`config.mk`:
```
export PLATFORM = sky130hd
export DESIGN_NAME = peri_capture_flat
export DESIGN_NICKNAME = d
export VERILOG_FILES = /design/src/rtl/peri_capture_pkg.sv /design/src/rtl/peri_capture_if.sv /design/src/rtl/peri_capture_sync.sv /design/src/rtl/peri_capture.sv /design/src/flat_wrapper.sv
export SDC_FILE = /design/constraint.sdc
export NUM_CORES = 1
export LEC_CHECK = 0
export CAP_MARGIN = 25
export CORE_MARGIN = 2
export CORE_UTILIZATION = 48
export DETAILED_ROUTE_END_ITERATION = 6
export GPL_ROUTABILITY_DRIVEN = 0
export GPL_TIMING_DRIVEN = 0
export PLACE_DENSITY = 0.72
export SLEW_MARGIN = 20
export SYNTH_ARGS = -nofsm -noshare
export SYNTH_HDL_FRONTEND = slang
export SYNTH_HIERARCHICAL = 1
export SYNTH_SLANG_ARGS = --single-unit
```
`constraint.sdc`:
```
create_clock -name clk_i -period 2.35 [get_ports clk_i]
set_input_delay 0.47 -clock clk_i [delete_from_list [all_inputs] [get_ports clk_i]]
set_output_delay 0.47 -clock clk_i [all_outputs]
set_load 0.02 [all_outputs]
```
`src/rtl/peri_capture_pkg.sv`:
```
// Shared constants and types for the peri_capture input-capture timer.
package peri_capture_pkg;

    localparam logic [1:0] ADDR_CTRL    = 2'd0;
    localparam logic [1:0] ADDR_STATUS  = 2'd1;
    localparam logic [1:0] ADDR_COUNT   = 2'd2;
    localparam logic [1:0] ADDR_CAPTURE = 2'd3;

    localparam int unsigned CTRL_W        = 4;
    localparam int unsigned CTRL_EN       = 0;
    localparam int unsigned CTRL_EDGE_LSB = 1;
    localparam int unsigned CTRL_EDGE_MSB = 2;
    localparam int unsigned CTRL_IRQ_EN   = 3;

    localparam int unsigned ST_W         = 3;
    localparam int unsigned ST_CAP_VALID = 0;
    localparam int unsigned ST_OVERRUN   = 1;
    localparam int unsigned ST_WRAP      = 2;

    typedef enum logic [1:0] {
        EDGE_RISE = 2'b00,
        EDGE_FALL = 2'b01,
        EDGE_BOTH = 2'b10,
        EDGE_NONE = 2'b11
    } edge_sel_t;

endpackage

```
`src/rtl/peri_capture_if.sv`:
```
// Register bus between the CPU and the peri_capture peripheral.
interface peri_capture_if;

    logic        we_i;
    logic [1:0]  addr_i;
    logic [31:0] data_i;
    logic [31:0] data_o;

    modport master (output we_i, output addr_i, output data_i, input  data_o);
    modport slave  (input  we_i, input  addr_i, input  data_i, output data_o);

endinterface

```
`src/rtl/peri_capture_sync.sv`:
```
// Multi-stage synchronizer for an asynchronous input followed by an edge detector.
module peri_capture_sync #(
    parameter int unsigned SYNC_STAGES = 2
) (
    input  logic clk_i,
    input  logic rst_ni,
    input  logic pin_i,
    output logic rise_o,
    output logic fall_o
);

    logic [SYNC_STAGES-1:0] chain;
    logic                   prev;
    logic                   synced;

    assign synced = chain[SYNC_STAGES-1];

    always_ff @(posedge clk_i or negedge rst_ni) begin
        if (!rst_ni) begin
            chain <= '0;
            prev  <= 1'b0;
        end else begin
            chain <= {chain[SYNC_STAGES-2:0], pin_i};
            prev  <= synced;
        end
    end

    assign rise_o = synced & ~prev;
    assign fall_o = ~synced & prev;

endmodule

```
`src/rtl/peri_capture.sv`:
```
// Input-capture timer: free-running prescaled counter latched on a selected pin edge.
module peri_capture
    import peri_capture_pkg::*;
#(
    parameter int unsigned DIV         = 1,
    parameter int unsigned SYNC_STAGES = 2
) (
    input  logic          clk_i,
    input  logic          rst_ni,
    peri_capture_if.slave bus,
    input  logic          cap_pin_i,
    output logic          irq_o
);

    localparam int unsigned    PW       = (DIV > 1) ? $clog2(DIV) : 1;
    localparam logic [PW-1:0]  PRE_LAST = PW'(DIV - 1);

    logic [CTRL_W-1:0] ctrl, ctrl_next;
    logic [ST_W-1:0]   status, status_next, clr;
    logic [31:0]       count, count_next, capture;
    logic [PW-1:0]     presc;
    logic              rise, fall, cap_evt, tick, wrap_set, irq_next;
    logic              wr_ctrl, wr_status, wr_count;
    edge_sel_t         edge_sel;

    peri_capture_sync #(.SYNC_STAGES(SYNC_STAGES)) u_sync (
        .clk_i  (clk_i),
        .rst_ni (rst_ni),
        .pin_i  (cap_pin_i),
        .rise_o (rise),
        .fall_o (fall)
    );

    assign wr_ctrl   = bus.we_i && (bus.addr_i == ADDR_CTRL);
    assign wr_status = bus.we_i && (bus.addr_i == ADDR_STATUS);
    assign wr_count  = bus.we_i && (bus.addr_i == ADDR_COUNT);
    assign clr       = wr_status ? bus.data_i[ST_W-1:0] : '0;

    assign edge_sel = edge_sel_t'(ctrl[CTRL_EDGE_MSB:CTRL_EDGE_LSB]);
    assign tick     = ctrl[CTRL_EN] && (presc == PRE_LAST);
    // A COUNT write pre-empts the increment, so it cannot cause a wrap either.
    assign wrap_set = tick && !wr_count && (count == '1);

    always_comb begin
        cap_evt = 1'b0;
        case (edge_sel)
            EDGE_RISE: cap_evt = rise;
            EDGE_FALL: cap_evt = fall;
            EDGE_BOTH: cap_evt = rise | fall;
            default:   cap_evt = 1'b0;
        endcase
    end

    // Set events take priority over W1C; overrun sees the pre-write valid bit.
    always_comb begin
        ctrl_next = wr_ctrl ? bus.data_i[CTRL_W-1:0] : ctrl;
        count_next = count;
        if (wr_count) begin
            count_next = bus.data_i;
        end else if (tick) begin
            count_next = count + 32'd1;
        end
        status_next               = '0;
        status_next[ST_CAP_VALID] = cap_evt | (status[ST_CAP_VALID] & ~clr[ST_CAP_VALID]);
        status_next[ST_OVERRUN]   = (cap_evt & status[ST_CAP_VALID])
                                  | (status[ST_OVERRUN] & ~clr[ST_OVERRUN]);
        status_next[ST_WRAP]      = wrap_set | (status[ST_WRAP] & ~clr[ST_WRAP]);
        irq_next = ctrl_next[CTRL_IRQ_EN]
                 & (status_next[ST_CAP_VALID] | status_next[ST_WRAP]);
    end

    always_ff @(posedge clk_i or negedge rst_ni) begin
        if (!rst_ni) begin
            ctrl    <= '0;
            status  <= '0;
            count   <= '0;
            capture <= '0;
            presc   <= '0;
            irq_o   <= 1'b0;
        end else begin
            ctrl   <= ctrl_next;
            status <= status_next;
            count  <= count_next;
            irq_o  <= irq_next;
            if (cap_evt) begin
                capture <= count;
            end
            if (ctrl[CTRL_EN]) begin
                presc <= tick ? '0 : presc + PW'(1);
            end
        end
    end

    always_comb begin
        bus.data_o = '0;
        case (bus.addr_i)
            ADDR_CTRL:   bus.data_o = {{(32 - CTRL_W){1'b0}}, ctrl};
            ADDR_STATUS: bus.data_o = {{(32 - ST_W){1'b0}}, status};
            ADDR_COUNT:  bus.data_o = count;
            default:     bus.data_o = capture;
        endcase
    end

endmodule
```
`src/flat_wrapper.sv`:
```
// flat-port wrapper written by rule: the top's interface ports become plain ports
module peri_capture_flat import peri_capture_pkg::*;
#(
    parameter int unsigned DIV         = 1,
    parameter int unsigned SYNC_STAGES = 2
)
  (clk_i, rst_ni, cap_pin_i, irq_o, bus_we_i, bus_addr_i, bus_data_i, bus_data_o);
  peri_capture_if bus_i ();
  input  logic clk_i;
  input  logic rst_ni;
  input  logic cap_pin_i;
  output logic irq_o;
  input wire logic [$bits(bus_i.we_i)-1:0] bus_we_i;
  input wire logic [$bits(bus_i.addr_i)-1:0] bus_addr_i;
  input wire logic [$bits(bus_i.data_i)-1:0] bus_data_i;
  output wire logic [$bits(bus_i.data_o)-1:0] bus_data_o;
  assign bus_i.we_i = bus_we_i;
  assign bus_i.addr_i = bus_addr_i;
  assign bus_i.data_i = bus_data_i;
  assign bus_data_o = bus_i.data_o;
  peri_capture #(.DIV(DIV), .SYNC_STAGES(SYNC_STAGES)) u_core (.clk_i(clk_i), .rst_ni(rst_ni), .bus(bus_i), .cap_pin_i(cap_pin_i), .irq_o(irq_o));
endmodule
```
Fig. 1: run 1, PDN straps and rails
Bar = 20 um. Pins as bars on the die edge.
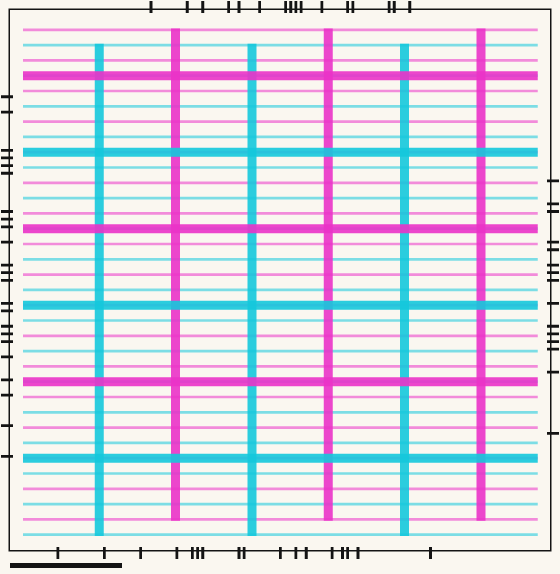
Key: magenta = VDD; cyan = VSS
71 signal pins sit on the boundary. 34 met1 rails follow the rows. 6 straps on met4.

Fig. 2: run 1, clock wiring as the flow saved it
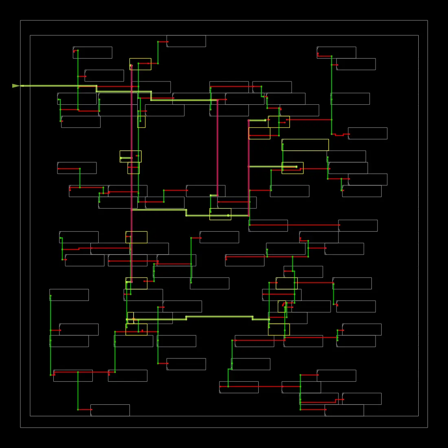
cts bufs inserted: 9
seq_cells: 76
Clock net power: 1.02 mW
clk sinks: 76

Fig. 3: run 1, M2 wires
Bar = 20 um.
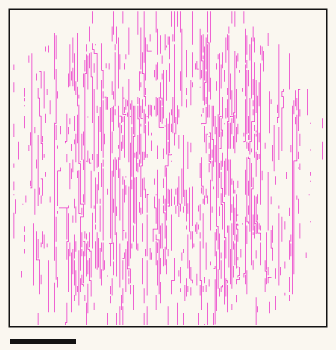
The wires run mostly vertical. The layer carries 4750 um of wire. The longest straight run is 57.1 um.

==> results_dict.tcl, run 1 <==
# flow metrics
set metrics [dict create \
    seq-power_mw 2.09 \
    seq_share_pct 37.0 \
    grt.overflow.total 0 \
    clock_area_share_pct 3.94 \
    clk_latency_ps 350 \
    crit_path_end_kind "primary output" \
    comb_cells 285 \
    crit_buf_inv 3 \
    final_cells 574 \
    clk_path_buf_depth 2 \
    inv_count 3 \
    mostFrequentLayoutCell "dfrtp_1" \
    wl_met1_um 4440 \
    grt_pass1_wl_um 16000 \
    fp_nets 424 \
    critPathSlowestCell "clkdlybuf4s50_1" \
    detailed_place_hpwl_um 6970 \
    coreArea_um2 8220 \
    area_leaders "dfrtp_1 47%, mux2_2 9.7%, mux2i_1 7.6%" \
    utilization_pct 62.6 \
    vias 3196 \
    dp_cells 559 \
    required_ps 1880 \
    p_int_mw 3.17 \
    rsz0062_at_grt "no" \
    ys_cells 385 \
    post_cts_buffers 0 \
    sh_comb_area_pct 40.2 \
    cts_hold_buf 0 \
    nClkBuffers 12 \
    ys_sh_xor_pct 6.68 \
    die_h_um 96 \
    use_met2_pct 36.9 \
    worstSetupStartpointType "primary input" \
    fp_util_pct 49.4 \
    fin_crit_sh_pct 97.8 \
    synthArstFlopShare_pct 100 \
    flop_area_um2 1900 \
    skew_ps 5.07 \
    die_w_um 96 \
    finalMaxSlewViolations 0 \
    relSlewSlack_pct 53.7 \
    dr.pass1.iters 4 \
    status "finished, final reports clean" \
    grt_pass1_vias 3242 \
    tap_cells 105 \
    clkPwrFrac_pct 21.1 \
    ios 71 \
    top_cell_area_share_pct 46.8 \
    p_switching_mw 1.65 \
    buffers 89 \
    timing.fmax_mhz 435 \
    postCtsResizedCells 13 \
    worstMarginPinSlew_ps 690 \
    path_cells "clkbuf_2 > buf_2 > nor2b_1 > clkdlybuf4s50_1" \
    crit_path_max_fanout 10 \
]
## run 1: final timing paths
path | startpoint | endpoint | slack (ps) | cells after the start
max | bus_addr_i[1] | bus_data_o[4] | 50 | 4
min in group clk_i | u_core/u_sync/chain[0]$_DFF_PN0_ | u_core/u_sync/chain[1]$_DFF_PN0_ | 350 | 0
max in group asynchronous | rst_ni | u_core/count[24]$_DFFE_PN0P_ | 1770 | 2
min | rst_ni | u_core/count[9]$_DFFE_PN0P_ | 10 | 1
min reg2reg | u_core/u_sync/chain[0]$_DFF_PN0_ | u_core/u_sync/chain[1]$_DFF_PN0_ | 350 | 0
max reg2reg | u_core/u_sync/chain[1]$_DFF_PN0_ | u_core/capture[8]$_DFFE_PN0P_ | 170 | 5
--- run 2 (diff from run 1) ---
- CTS_BUF_LIST: unset -> sky130_fd_sc_hd__clkbuf_16
Fig. 4: run 2, signal wires on met3
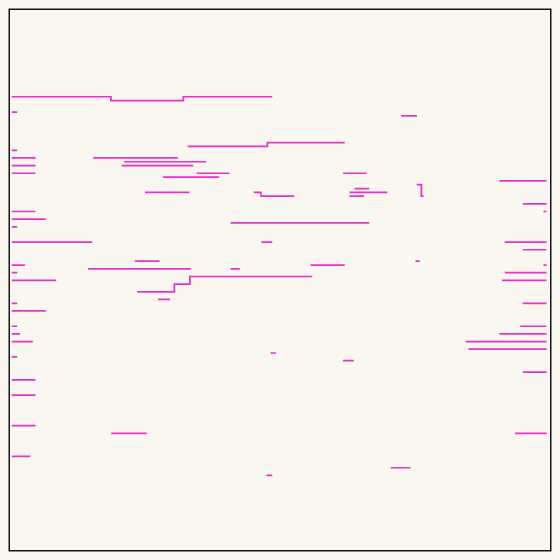
The layer holds 4.4% of the routed length. 57 nets have wire on it.

Fig. 5: run 2, PDN straps and rails
Bar = 20 um. Pins as bars on the die edge.
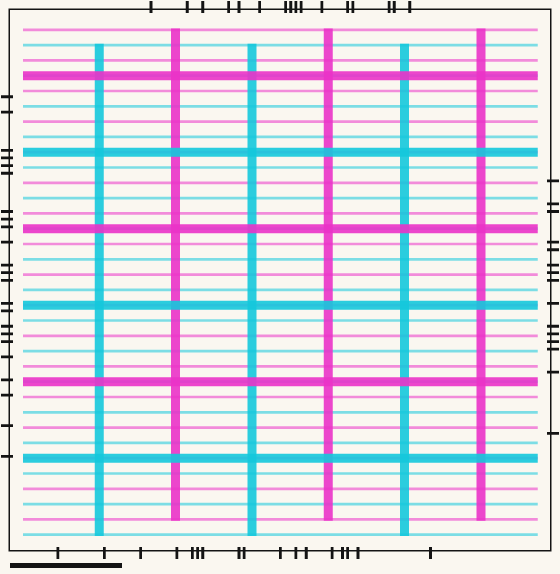
Key: magenta = VDD; cyan = VSS
6 straps on met5. 6 straps on met4. 71 signal pins sit on the boundary. 34 met1 rails follow the rows.

==> run 2 against run 1 <==
Sequential share of layout area down 0.61 points. Hold slack better by 23 ps. Combinational power about the same. Clock power up 28%. Clock skew down 1.3 ps. Final area up 1.7%. First-iteration DRC count up 17%. Power up 6.3%. Sequential cell count unchanged. Critical endpoint is now bus_data_o[16].
==> results_dict.tcl, run 2 <==
# flow metrics
set metrics [dict create \
    wl_met1_um 4510 \
    cts_buffers 9 \
    clk_latency_ps 330 \
    path_cells "clkbuf_2 > buf_2 > nor2b_1 > clkdlybuf4s50_1" \
    area_leaders "dfrtp_1 47%, mux2_2 9.7%, mux2i_1 7.6%" \
    grt.overflow.total 0 \
    grt_max_degree 55 \
    mostFrequentLayoutCell "dfrtp_1" \
    fp_util_pct 49.4 \
    seq_cell_count 76 \
    status "finished, final reports clean" \
    flop_area_um2 1900 \
    adder_share_pct 0.308 \
    top_regs "u_core/capture x32, u_core/count x32, u_core/ctrl x4" \
    detailed_place_hpwl_um 6970 \
    power_mw 5.13 \
    skew_ps 3.80 \
    setup-violations-final 0 \
    root_buffer "clkbuf_16" \
    tap_cells 105 \
    seq-power_mw 2.09 \
    finalMaxSlewViolations 0 \
    p_switching_mw 1.69 \
    critPathSlowestCell "clkdlybuf4s50_1" \
    seq_share_pct 36.4 \
    grt_pass1_wl_um 15900 \
    crit_path_max_fanout 10 \
    synth.avg_cell_area_um2 10.6 \
    postCtsResizedCells 12 \
    relSlewSlack_pct 51.7 \
    crit_buf_inv 3 \
    worstSetupStartpointType "primary input" \
    ys_cells 385 \
    crit_path_end_kind "primary output" \
    p_clk_mw 1.31 \
    final_cells 575 \
    yosys.cell_count.top_type "dfrtp_1" \
    timing.fmax_mhz 436 \
    inv_count 3 \
    die_h_um 96 \
    buffers 90 \
    comb_cells 285 \
    worstMarginPinSlew_ps 724 \
    r2r_slack_ps 180 \
    peakVddDrop_mv 0.509 \
    coreArea_um2 8220 \
    p_int_mw 3.44 \
    die_w_um 96 \
    fin_setup_tns_ps 0 \
    cts_hold_buf 0 \
    dp_cells 559 \
    nClkBuffers 9 \
    rsz0062_at_grt "yes" \
    fin_crit_sh_pct 97.6 \
    slowest_delay_ps 630 \
    clk_path_buf_depth 2 \
    ys_sh_xor_pct 6.68 \
    port_buffers 68 \
    clkPwrFrac_pct 25.6 \
    mux_area_share_pct 19.0 \
    top_usage_layer "met2" \
    vias 3212 \
    sh_comb_area_pct 39.6 \
    ys_types 36 \
    dp_slack_ps -611 \
    ios 71 \
    fp_nets 424 \
    dr.pass1.iters 4 \
    grt_pass1_vias 3220 \
    synthArstFlopShare_pct 100 \
    path_class "in2out" \
    top_cell_area_share_pct 46.8 \
    required_ps 1880 \
    post_cts_buffers 0 \
    use_met2_pct 37.1 \
    cts.sinks 76 \
    utilization_pct 63.7 \
    clock_area_share_pct 5.43 \
]
Fig. 6: run 2, M2 wires
Bar = 20 um.
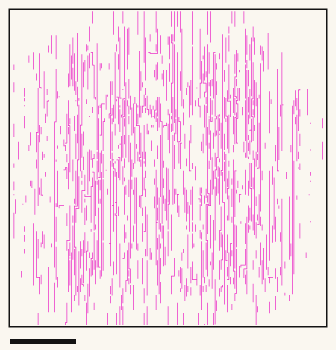
The layer holds 49% of the routed length. The wires run mostly vertical. The longest straight run is 57.1 um. 438 nets have wire on it.

-- run 2: cell counts after synthesis --
No cell type changed its count.
-- run 2: worst paths after layout --
path                                                          to  cells after the start                        startpoint
worst max-delay path                              bus_data_o[16]                      4                     bus_addr_i[1]
worst min-delay path                 u_core/count[9]$_DFFE_PN0P_                      1                            rst_ni
worst max register to register     u_core/capture[8]$_DFFE_PN0P_                      5  u_core/u_sync/chain[1]$_DFF_PN0_
worst min register to register  u_core/u_sync/chain[1]$_DFF_PN0_                      0  u_core/u_sync/chain[0]$_DFF_PN0_
max in group asynchronous             u_core/status[1]$_DFF_PN0_                      2                            rst_ni
min in group clk_i              u_core/u_sync/chain[1]$_DFF_PN0_                      0  u_core/u_sync/chain[0]$_DFF_PN0_
Power figures rest on the tool's default switching activity, not on a simulated workload.
